File: src/rtl/grad_update_pkg.sv
// Shared training-datapath definitions: update FSM encoding, default widths that
// match the loss stage, and a saturating width-reduction helper.
package grad_update_pkg;

    typedef enum logic [0:0] {StIdle, StUpd} state_e;

    localparam int unsigned DefWWidth    = 8;
    localparam int unsigned DefXWidth    = 4;
    localparam int unsigned DefPredWidth = 21;
    localparam int unsigned DefLrShift   = 4;

    // Clamp a signed value into the range of a 'width'-bit two's-complement number.
    function automatic logic signed [63:0] sat_signed(input logic signed [63:0] value,
                                                      input int unsigned width);
        logic signed [63:0] hi;
        logic signed [63:0] lo;
        hi = (64'sd1 <<< (width - 1)) - 64'sd1;
        lo = -(64'sd1 <<< (width - 1));
        if (value > hi) return hi;
        if (value < lo) return lo;
        return value;
    endfunction

endpackage

File: src/rtl/grad_update_if.sv
// Control, training-data and weight-readout bundle of the gradient update stage.
interface grad_update_if
    import grad_update_pkg::*;
#(
    parameter int unsigned N_W        = 4,
    parameter int unsigned W_WIDTH    = DefWWidth,
    parameter int unsigned X_WIDTH    = DefXWidth,
    parameter int unsigned PRED_WIDTH = DefPredWidth
);
    localparam int unsigned IdxWidth = (N_W > 1) ? $clog2(N_W) : 1;

    logic                     en_i;
    logic                     start_i;
    logic [3:0]               target_i;
    logic [PRED_WIDTH-1:0]    predicted_i;
    logic [N_W*X_WIDTH-1:0]   x_i;
    logic                     wload_i;
    logic [IdxWidth-1:0]      wload_idx_i;
    logic [W_WIDTH-1:0]       wload_data_i;
    logic [N_W*W_WIDTH-1:0]   weights_o;
    logic                     busy_o;
    logic                     done_o;

    modport master (
        output en_i, start_i, target_i, predicted_i, x_i, wload_i, wload_idx_i, wload_data_i,
        input  weights_o, busy_o, done_o
    );

    modport slave (
        input  en_i, start_i, target_i, predicted_i, x_i, wload_i, wload_idx_i, wload_data_i,
        output weights_o, busy_o, done_o
    );

endinterface

File: src/rtl/grad_delta_calc.sv
// Combinational weight step: w - ((2*e*x) >>> LR_SHIFT), saturated to the weight width.
module grad_delta_calc
    import grad_update_pkg::*;
#(
    parameter int unsigned W_WIDTH    = DefWWidth,
    parameter int unsigned X_WIDTH    = DefXWidth,
    parameter int unsigned PRED_WIDTH = DefPredWidth,
    parameter int unsigned LR_SHIFT   = DefLrShift
) (
    input  logic signed [PRED_WIDTH:0]  err_i,
    input  logic        [X_WIDTH-1:0]   x_i,
    input  logic signed [W_WIDTH-1:0]   w_i,
    output logic signed [W_WIDTH-1:0]   w_new_o
);
    localparam int unsigned ProdWidth = PRED_WIDTH + X_WIDTH + 3;

    logic signed [ProdWidth-1:0] err_ext;
    logic signed [ProdWidth-1:0] x_ext;
    logic signed [ProdWidth-1:0] prod;
    logic signed [ProdWidth-1:0] delta;
    logic signed [ProdWidth:0]   diff;

    always_comb begin
        err_ext = {{(ProdWidth - PRED_WIDTH - 1){err_i[PRED_WIDTH]}}, err_i};
        x_ext   = {{(ProdWidth - X_WIDTH){1'b0}}, x_i};
        prod    = (err_ext * x_ext) <<< 1;
        // Arithmetic shift rounds toward minus infinity.
        delta   = prod >>> LR_SHIFT;
        diff    = {{(ProdWidth + 1 - W_WIDTH){w_i[W_WIDTH-1]}}, w_i}
                - {delta[ProdWidth-1], delta};
        w_new_o = W_WIDTH'(sat_signed(64'(diff), W_WIDTH));
    end

endmodule

File: src/rtl/grad_update.sv
// Gradient update stage: captures error and activations on start, then walks the
// weight file one weight per enabled cycle; weights are directly loadable while idle.
module grad_update
    import grad_update_pkg::*;
#(
    parameter int unsigned N_W        = 4,
    parameter int unsigned W_WIDTH    = DefWWidth,
    parameter int unsigned X_WIDTH    = DefXWidth,
    parameter int unsigned PRED_WIDTH = DefPredWidth,
    parameter int unsigned LR_SHIFT   = DefLrShift
) (
    input logic         clk_i,
    input logic         rst_i,
    grad_update_if.slave bus
);
    localparam int unsigned IdxWidth = (N_W > 1) ? $clog2(N_W) : 1;

    state_e                    state_q, state_d;
    logic [IdxWidth-1:0]       idx_q, idx_d;
    logic signed [W_WIDTH-1:0] w_q [N_W];
    logic signed [W_WIDTH-1:0] w_d [N_W];
    logic [X_WIDTH-1:0]        x_q [N_W];
    logic [X_WIDTH-1:0]        x_d [N_W];
    logic signed [PRED_WIDTH:0] err_q, err_d;
    logic                      busy_q, busy_d;
    logic                      done_q, done_d;
    logic signed [W_WIDTH-1:0] w_new;

    grad_delta_calc #(
        .W_WIDTH    (W_WIDTH),
        .X_WIDTH    (X_WIDTH),
        .PRED_WIDTH (PRED_WIDTH),
        .LR_SHIFT   (LR_SHIFT)
    ) u_delta (
        .err_i   (err_q),
        .x_i     (x_q[idx_q]),
        .w_i     (w_q[idx_q]),
        .w_new_o (w_new)
    );

    always_comb begin
        state_d = state_q;
        idx_d   = idx_q;
        w_d     = w_q;
        x_d     = x_q;
        err_d   = err_q;
        busy_d  = busy_q;
        done_d  = done_q;
        if (bus.en_i) begin
            unique case (state_q)
                StIdle: begin
                    done_d = 1'b0;
                    if (bus.wload_i) begin
                        w_d[bus.wload_idx_i] = bus.wload_data_i;
                    end else if (bus.start_i) begin
                        err_d = $signed({1'b0, bus.predicted_i})
                              - $signed({{(PRED_WIDTH + 1 - 4){1'b0}}, bus.target_i});
                        for (int k = 0; k < N_W; k++) begin
                            x_d[k] = bus.x_i[k*X_WIDTH +: X_WIDTH];
                        end
                        idx_d   = '0;
                        state_d = StUpd;
                        busy_d  = 1'b1;
                    end
                end
                StUpd: begin
                    w_d[idx_q] = w_new;
                    if (idx_q == IdxWidth'(N_W - 1)) begin
                        idx_d   = '0;
                        state_d = StIdle;
                        busy_d  = 1'b0;
                        done_d  = 1'b1;
                    end else begin
                        idx_d = idx_q + IdxWidth'(1);
                    end
                end
                default: state_d = StIdle;
            endcase
        end
    end

    always_ff @(posedge clk_i) begin
        if (!rst_i) begin
            state_q <= StIdle;
            idx_q   <= '0;
            err_q   <= '0;
            busy_q  <= 1'b0;
            done_q  <= 1'b0;
            for (int k = 0; k < N_W; k++) begin
                w_q[k] <= '0;
                x_q[k] <= '0;
            end
        end else begin
            state_q <= state_d;
            idx_q   <= idx_d;
            err_q   <= err_d;
            busy_q  <= busy_d;
            done_q  <= done_d;
            w_q     <= w_d;
            x_q     <= x_d;
        end
    end

    always_comb begin
        bus.weights_o = '0;
        for (int k = 0; k < N_W; k++) begin
            bus.weights_o[k*W_WIDTH +: W_WIDTH] = w_q[k];
        end
    end

    assign bus.busy_o = busy_q;
    assign bus.done_o = done_q;

endmodule

File: src/flat_wrapper.sv
// flat-port wrapper written by rule: the top's interface ports become plain ports
module grad_update_flat import grad_update_pkg::*;
#(
    parameter int unsigned N_W        = 4,
    parameter int unsigned W_WIDTH    = DefWWidth,
    parameter int unsigned X_WIDTH    = DefXWidth,
    parameter int unsigned PRED_WIDTH = DefPredWidth,
    parameter int unsigned LR_SHIFT   = DefLrShift
)
  (clk_i, rst_i, bus_en_i, bus_start_i, bus_target_i, bus_predicted_i, bus_x_i, bus_wload_i, bus_wload_idx_i, bus_wload_data_i, bus_weights_o, bus_busy_o, bus_done_o);
  grad_update_if #(.N_W(N_W), .W_WIDTH(W_WIDTH), .X_WIDTH(X_WIDTH), .PRED_WIDTH(PRED_WIDTH)) bus_i ();
  input logic clk_i;
  input logic rst_i;
  input wire logic [$bits(bus_i.en_i)-1:0] bus_en_i;
  input wire logic [$bits(bus_i.start_i)-1:0] bus_start_i;
  input wire logic [$bits(bus_i.target_i)-1:0] bus_target_i;
  input wire logic [$bits(bus_i.predicted_i)-1:0] bus_predicted_i;
  input wire logic [$bits(bus_i.x_i)-1:0] bus_x_i;
  input wire logic [$bits(bus_i.wload_i)-1:0] bus_wload_i;
  input wire logic [$bits(bus_i.wload_idx_i)-1:0] bus_wload_idx_i;
  input wire logic [$bits(bus_i.wload_data_i)-1:0] bus_wload_data_i;
  output wire logic [$bits(bus_i.weights_o)-1:0] bus_weights_o;
  output wire logic [$bits(bus_i.busy_o)-1:0] bus_busy_o;
  output wire logic [$bits(bus_i.done_o)-1:0] bus_done_o;
  assign bus_i.en_i = bus_en_i;
  assign bus_i.start_i = bus_start_i;
  assign bus_i.target_i = bus_target_i;
  assign bus_i.predicted_i = bus_predicted_i;
  assign bus_i.x_i = bus_x_i;
  assign bus_i.wload_i = bus_wload_i;
  assign bus_i.wload_idx_i = bus_wload_idx_i;
  assign bus_i.wload_data_i = bus_wload_data_i;
  assign bus_weights_o = bus_i.weights_o;
  assign bus_busy_o = bus_i.busy_o;
  assign bus_done_o = bus_i.done_o;
  grad_update #(.N_W(N_W), .W_WIDTH(W_WIDTH), .X_WIDTH(X_WIDTH), .PRED_WIDTH(PRED_WIDTH), .LR_SHIFT(LR_SHIFT)) u_core (.clk_i(clk_i), .rst_i(rst_i), .bus(bus_i));
endmodule
File: config.mk
export PLATFORM = sky130hd
export DESIGN_NAME = grad_update_flat
export DESIGN_NICKNAME = d
export VERILOG_FILES = /design/src/rtl/grad_update_pkg.sv /design/src/rtl/grad_update_if.sv /design/src/rtl/grad_delta_calc.sv /design/src/rtl/grad_update.sv /design/src/flat_wrapper.sv
export SDC_FILE = /design/constraint.sdc
export NUM_CORES = 1
export LEC_CHECK = 0
export CAP_MARGIN = 10
export CORE_MARGIN = 2
export CORE_UTILIZATION = 53
export CTS_CLUSTER_SIZE = 28
export DETAILED_ROUTE_END_ITERATION = 8
export GPL_TIMING_DRIVEN = 1
export PLACE_DENSITY_LB_ADDON = 0.25
export SLEW_MARGIN = 20
export SYNTH_ARGS = -nofsm -noshare
export SYNTH_HDL_FRONTEND = slang
export SYNTH_HIERARCHICAL = 1
export SYNTH_SLANG_ARGS = --single-unit
File: constraint.sdc
create_clock -name clk_i -period 7.4 [get_ports clk_i]
set_clock_uncertainty 0.05 [all_clocks]
set_input_delay 1.48 -clock clk_i [delete_from_list [all_inputs] [get_ports clk_i]]
set_output_delay 1.48 -clock clk_i [all_outputs]
set_load 0.02 [all_outputs]
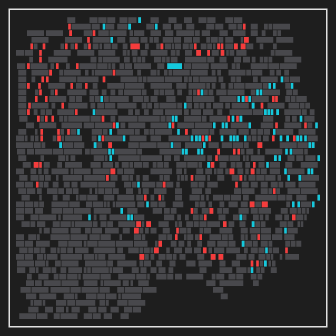
run_1/gates.png
| color | family | cells | most used |
|---|---|---|---|
| cyan | inv cells | 98 | inv_1 |
| red | nand cells | 114 | nand2_1 |
multi-input logic portion of the cell area: 66.0%
final standard cell count with taps included and fillers excluded: 1346

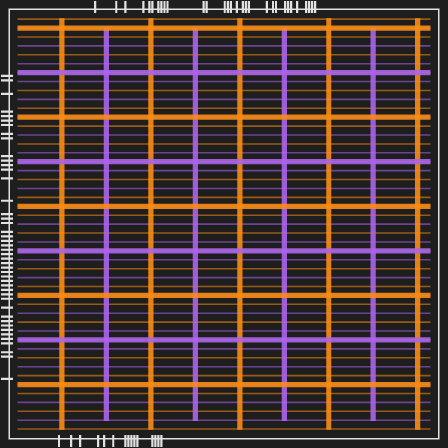
run_1/floorplan.png
Pins as bars on the die edge.
| color | net |
|---|---|
| orange | VSS |
| purple | VDD |
met1 rails: 47
met5 straps: 9
signal pins: 90

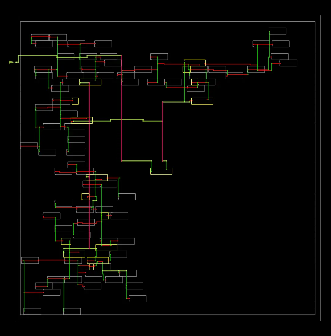
run_1/clock_nets.png
sequential cell count of the final layout: 75
clock insertion delay at the later pin of the skew report: 0.34 ns
sinks on the clock net: 75
number of buffers created by CTS: 9
clock buffers: 9

==> results.txt, run 1 <==
Results of the full flow below.

Placed design:
- The final weighted congestion recorded by global placement is 0.897.
- The run gives the count of buffers from port buffering as 89.

Routing:
- The run puts the total iterations of the first detailed-routing run at 5.
- The run gives the mean number of vias per cell as 5.91.
- The highest metal layer carrying signal wires in the routed design is met4.
- Per the detail_route report, routed wire per instance is 16.4 microns.

Timing:
- The run puts the final count of negative-setup-slack endpoints at 0.
- Counting endpoints that fail hold in the final report gives 0.
- The run puts the final critical delay including setup and external delays at approximately 7.3 ns.
- The run puts the accumulated negative setup slack at 0 ns.

Die:
- The flow inserted approximately 220 tap cells.
- The run puts the number of primary I/O pins at 90.
- The run puts the site row count at between 40 and 50.
- The run gives the die outline width as 131 microns.
- The run puts the height of the die at 131 microns.

Layout:
- The run puts the layout-stage area growth over the synthesis result at 24.7%.
- The run puts the number of logic gates at 820.
- Looking at the area split, the leading class of cells is logic gates.
- The run puts the summed area of non-filler cells in the final layout at 0.0106 sq mm.

GRT:
- The run gives the met2 global-route usage as 41.2%.
- The run puts the number of antenna violations at the first check in global routing at 1.
- The run gives the pin count of the biggest net entering global routing as 60.

Synth:
- The run gives the share of synthesized cell area in and-or and or-and compound cells as 21.9%.
- The area fraction of the largest cell type after synthesis is between 10% and 20%.
- The synthesis report lists the most area-consuming cells as sky130_fd_sc_hd__dfxtp_1, sky130_fd_sc_hd__ha_1, sky130_fd_sc_hd__fa_1, sky130_fd_sc_hd__and2_1, sky130_fd_sc_hd__a21oi_1.
- Counting the warning lines in the Yosys log gives 6.
- The run gives the cell count after synthesis as 1039.
- The run gives the count of unique library cells instantiated by Yosys as ~77.
- The number of nets handed over by synthesis was 1224.

Worst setup path:
- The critical path is of the reg -> reg type.
- The timing report gives the biggest stage delay along the critical path as 0.61 ns.
- The worst setup path is launched from a register.
- The run gives the cell depth of the worst setup path as 29.
- The run puts the setup slack on the worst flop-to-flop path at 0.09 ns.

Status:
- The run finished with clean final reports.

Pwr:
- The run puts the peak supply drop at 0.000143 V.
- The run gives the power density over cell area as 140 mW/mm^2.
[run 1: sequential cells by signal, indices dropped and copies added, names as in the netlist]
name and flops:
u_core/bus.weights_o 32, u_core/state_q 1, u_core/idx_q 2, u_core/x_q 16, u_core/bus.done_o 1, u_core/err_q 22, u_core/bus.busy_o 1
[run 1: cells by family (layout without fill, tap and decap cells)]
kind of cell | Yosys count | in the layout
AND/OR/NAND/NOR | 335 | 335
multiplexers | 13 | 16
buffers and inverters | 147 | 235
AND-OR/OR-AND | 281 | 281
flip-flops | 75 | 75
adder cells (fa/ha/maj) | 129 | 129
XOR/XNOR | 59 | 59
[run 1: metrics by stage]
stage / hold WS, ns / cells / utilization, % / worst slack [ns]
6_report: 0.414 / 1346 / 67.2 / 0.0874
5_1_grt: 0.433 / 1346 / 67.2 / -0.203
4_1_cts: 0.408 / 1335 / 63.6 / 0.00640
3_5_place_dp: 0.398 / 1314 / 61.3 / -0.0465
3_3_place_gp: 0.391 / 1314 / 61.3 / 0.0238
2_1_floorplan: 0.383 / 1039 / - / 0.00490
[run 1: power by group]
group / total [W] / internal [W] / switching [W]
Clock: 0.000425 / 0.000232 / 0.000193
Combinational: 0.000614 / 0.000272 / 0.000342
Sequential: 0.000441 / 0.000421 / 0.0000206
[run 1: path summary, 6_finish.rpt]
kind                    from                        to
max          u_core/idx_q[0]  u_core/bus.weights_o[27]
min            u_core/x_q[0]             u_core/x_q[0]
max reg2reg  u_core/idx_q[0]  u_core/bus.weights_o[27]
min reg2reg    u_core/x_q[0]             u_core/x_q[0]
[run 1: repair_timing]
item,in CTS,in global routing
endpoints found under the hold margin,0,0
gates cloned,2,2
pin swaps,2,58
resized,3,96
endpoints found under the setup margin,28,30
setup buffers,3,9
run_1/ff_map.png
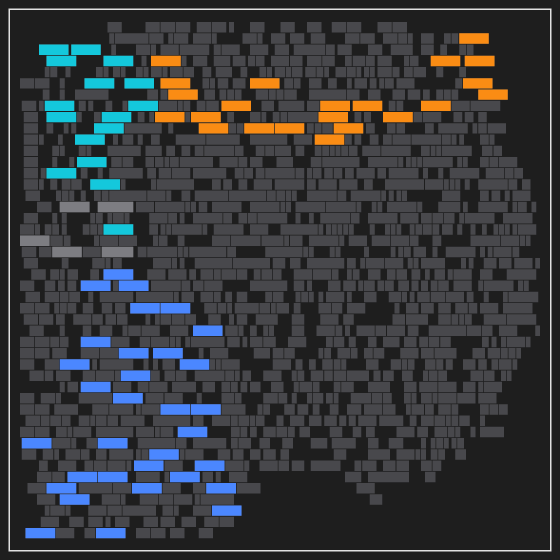

## Run 2: what changed since run 1
--- a/config.mk
+++ b/config.mk
@@ -12,6 +12,7 @@
 export DETAILED_ROUTE_END_ITERATION = 8
 export GPL_TIMING_DRIVEN = 1
 export PLACE_DENSITY_LB_ADDON = 0.25
+export REMOVE_ABC_BUFFERS = 1
 export SLEW_MARGIN = 20
 export SYNTH_ARGS = -nofsm -noshare
 export SYNTH_HDL_FRONTEND = slang
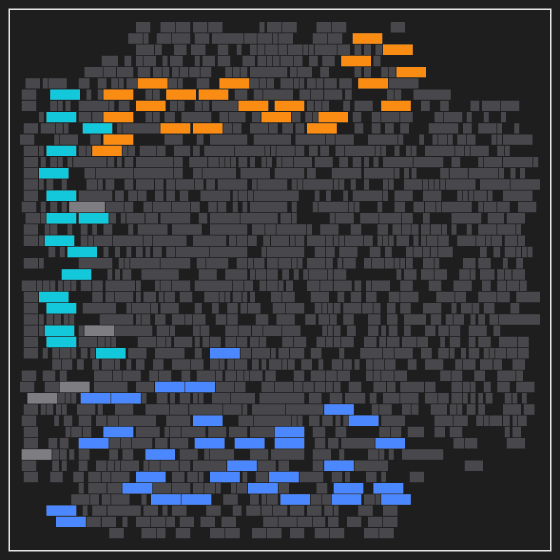
run_2/ff_map.png
| color | netlist name | placed flops |
|---|---|---|
| blue | `u_core/bus.weights_o` | 32 |
| cyan | `u_core/x_q` | 16 |
| orange | `u_core/err_q` | 22 |
sequential fraction of total cell area: 14.0%
Finished Core Util: 68.3%
Storage cell area: 0.00151 sq mm
power attributed to sequential cells: 0.000440 W

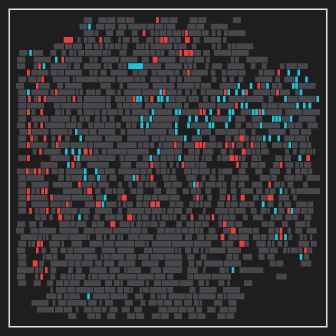
run_2/gates.png
| color | family | cells | most used |
|---|---|---|---|
| red | nand cells | 114 | nand2_1 |
| cyan | inv cells | 98 | inv_1 |
dominant logic cell type in the layout: sky130_fd_sc_hd__inv_1
multi-input logic portion of the cell area: 63.9%
final standard cell count with taps included and fillers excluded: 1379

==> run 2 against run 1 <==
Compared with the run above:
- worst hold slack worse by 0.010 ns
- power is 4.4% higher
- utilization grew 1.0 points
- critical endpoint is now u_core/bus.weights_o[5]
- via count shrank 0.70%
- critical path depth up 1
- sequential power hardly changed
- flip-flop count unchanged
- clock-buffer cell count grew 3
- first-iteration DRC count shrank 2.5%
- clock power rose by 13%
- cell area increased by 1.6%
==> results.txt, run 2 <==
Results of the full flow below.

Pwr:
- Looking at the group totals, the largest power group turns out to be combinational logic.
- The run gives the combinational share of power as 40.5%.
- Summed over the clock group, the power is 0.000480 W.
- The run gives the switching power as 0.000536 W.
- The run puts the peak supply drop at 0.000123 V.
- The run gives the relative contribution of the clock network to total power as just over 30%.
- The run puts the net switching fraction of the power at 34.7%.
- The flow reports power dissipated in combinational cells as approximately 0.00063 W.
- In this run, flip-flops and latches consume 28.5% of the power.
- The run puts the power density over cell area at 144 mW/mm^2.
- Internal power comes to 0.00101 W.

Layout:
- The flow measured a signed area growth from synthesis to layout of 26.7%.
- The library cells used most frequently in the layout, excluding fill and tap cells, are sky130_fd_sc_hd__inv_1, sky130_fd_sc_hd__clkdlybuf4s50_1, sky130_fd_sc_hd__nand2_1.
- Of the cells placed in the final design, the portion with a size suffix greater than 1 is ~17%.
- The run puts the summed area of non-filler cells in the final layout at 0.0108 sq mm.
- The run gives the final net count as 1343.
- The register with the most flip-flops in the layout has 32 of them.

Worst setup path:
- The most critical setup path has its startpoint at u_core/idx_q[0].
- Per the timing report, the most critical flop-to-flop path finishes at u_core/bus.weights_o[5].
- The run puts the cell depth of the worst setup path at 30.
- The worst setup path is of the reg -> reg kind.
- The run puts the maximum fanout along the worst path at 7.
- The critical path ends at u_core/bus.weights_o[5].
- Per the timing report, the most critical flop-to-flop path originates at u_core/idx_q[0].
- The run puts the setup slack on the worst flop-to-flop path at 0.05 ns.
- The run gives the data arrival time of the critical path as 7.48 ns.
- The run puts the delay contributed by the slowest stage of the critical path at between 0.5 and 0.6 ns.
- The run gives the sort of element at the start of the critical path as a register.

Timing:
- The run puts the final critical delay including setup and external delays at roughly 7.3 ns.
- The transition time recorded at the tightest slew-check pin is approximately 1.1 ns.
- The run gives the number of failing hold endpoints at the final stage as 0.
- In this run the tightest slew margin relative to its limit is 29.5%.
- The run gives the ratio of final minimum period to clock period as 99.3%.
- Setup repair after global routing could not meet its margin everywhere.
- The run puts the worst hold slack after final layout at between 0.4 and 0.5 ns.
- The run gives the final count of negative-setup-slack endpoints as 0.
- The run gives the maximum clock frequency as 0.136 GHz.
- The run gives the accumulated negative setup slack as 0 ns.
- The run gives the minimum setup slack in the final design as 0.0520 ns.

Clock tree:
- The run gives the number of sinks handled by clock tree synthesis as 75.
- The run puts the CTS clock-pin slew for the worst setup and hold paths at 0.06 ns.
- The run gives the number of buffers inserted during clock tree synthesis as 9.
- The run gives the H-tree depth reported by CTS as 3.
- The run puts the post-cts hold buffer count at 0.
- Clock latency on the worst-skew pair, taken at its later pin, is about 0.34 ns.
- The run gives the clock tree root buffer cell as sky130_fd_sc_hd__clkbuf_16.

Synth:
- The run gives the mean instance size in the synthesized netlist as approximately 8.2 sq um.
- The run gives the area reported by Yosys stat as between 0.008 and 0.009 sq mm.
- By area the synthesized netlist is led by sky130_fd_sc_hd__dfxtp_1, sky130_fd_sc_hd__ha_1, sky130_fd_sc_hd__fa_1, sky130_fd_sc_hd__and2_1, sky130_fd_sc_hd__a21oi_1.
- After technology mapping, the gate count stands at 1039.
- Per the Yosys statistics, synthesis produced around 1000 cells.
- The run gives the count of unique library cells instantiated by Yosys as 77.
- In the synthesized netlist the dominant register cell turns out to be sky130_fd_sc_hd__dfxtp_1.
- The run gives the area share of the leading cell type in the synthesized netlist as around 18%.
- Among all cell types in the netlist, the one instantiated most often is sky130_fd_sc_hd__inv_1.
- The run puts the tally of yosys warning messages at 6.

GRT:
- The number of antenna violations at the first check in global routing was 0.
- The run gives the number of global-route vias before repair as 7318.
- The run gives the met2 global-route usage as 40.8%.
- In the global route stage, overall resource usage came out at 24.3%.
- The run puts the aggregate global routing overflow at 0.
- The run gives the pin count of the biggest net entering global routing as 60.
- The run puts the met1 usage in global routing at around a third.

Die:
- Pin placement for this block handled 90 I/O pins.
- The floorplan step defined a core boundary enclosing ~0.016 sq mm.
- Per the OpenROAD floorplan log, the width of the die is 131 microns.
- The floorplan has approximately 46 rows.
- The die is 131 microns tall.

Routing:
- The routed design shows a via density per instance of 5.73.
- The run gives the total iterations of the first detailed-routing run as 5.
- The run puts the total DRC errors in the routed layout at 0.
- The routed design uses ~1100 microns of met3 wire.
- TritonRoute output was used to compute an average wire per cell of 15.5 microns.
- The run gives the number of nets still failing antenna checks after routing as 0.
- The run puts the number of DRC violations after detailed-routing iteration 0 at 517.
- Per the detail_route log, the uppermost layer with routed signals is met4.

Flow run:
- The run puts the tool warning count at 30.
- The run gives the reported max-cap violation count as 0.

Status:
- The flow ran to the end, and the final reports show no timing, DRC or antenna violations.

Placed design:
- The run gives the global placement routability congestion as approximately 0.9.
- The run gives the worst slack after detailed placement as -0.300 ns.
- The run gives the detailed placement HPWL as ~16000 microns.
- Per the placement report, the placed cell count is 1354.
- The run puts the count of buffers from port buffering at 89.

Min path:
- The run gives the class of the worst hold path as reg -> reg.
- The run gives the start point of the worst hold path as u_core/x_q[9].
-- run 2: cell counts after synthesis --
No cell type changed its count.
-- run 2: worst min path at each step --
| stage | end | cells past startpoint |
|---|---|---|
| finish | u_core/x_q[9] | 2 |
| global route | u_core/x_q[7] | 2 |
| CTS | u_core/x_q[7] | 2 |
| detailed placement | u_core/x_q[7] | 2 |
| global placement | u_core/x_q[5] | 2 |
| floorplan | u_core/x_q[4] | 2 |
-- run 2: worst min-delay path: stages, from the launching register on --
cell                      delay, ns
sky130_fd_sc_hd__dfxtp_1       0.30
sky130_fd_sc_hd__nand2_1       0.05
sky130_fd_sc_hd__a21oi_1       0.05
-- run 2: cell type report --
cell class / count / area [sq um] / share of cell area [%]
clock buffers: 12 / 246 / 2.29
clock inverters: 4 / 73.8 / 0.686
inverters: 98 / 382 / 3.54
multi-input cells: 818 / 6880 / 63.9
flip-flops and latches: 75 / 1510 / 14.0
well taps: 216 / 270 / 2.51
repair buffers: 156 / 1410 / 13.1
-- run 2: cell families (layout without fill, tap and decap cells) --
| logic type | Yosys count | after routing | share of synthesized area (%) |
|---|---|---|---|
| AOI/OAI and AO/OA | 281 | 281 | 21.9 |
| buffers and inverters | 147 | 270 | 7.29 |
| DFF | 75 | 75 | 17.7 |
| muxes | 13 | 14 | 3.31 |
| and+or+nand+nor | 335 | 335 | 20.5 |
| xor gates and xnor gates | 59 | 59 | 6.17 |
| adders and majority gates | 129 | 129 | 23.1 |
-- run 2: repair_timing --
| action | 4_1_cts | 5_1_grt |
|---|---|---|
| gates resized | 16 | 81 |
| buffers inserted | 2 | 6 |
| pin swaps | 3 | 53 |
| endpoints found under the setup margin | 28 | 32 |
| gates cloned | 1 | 0 |
Power figures rest on the tool's default switching activity, not on a simulated workload.
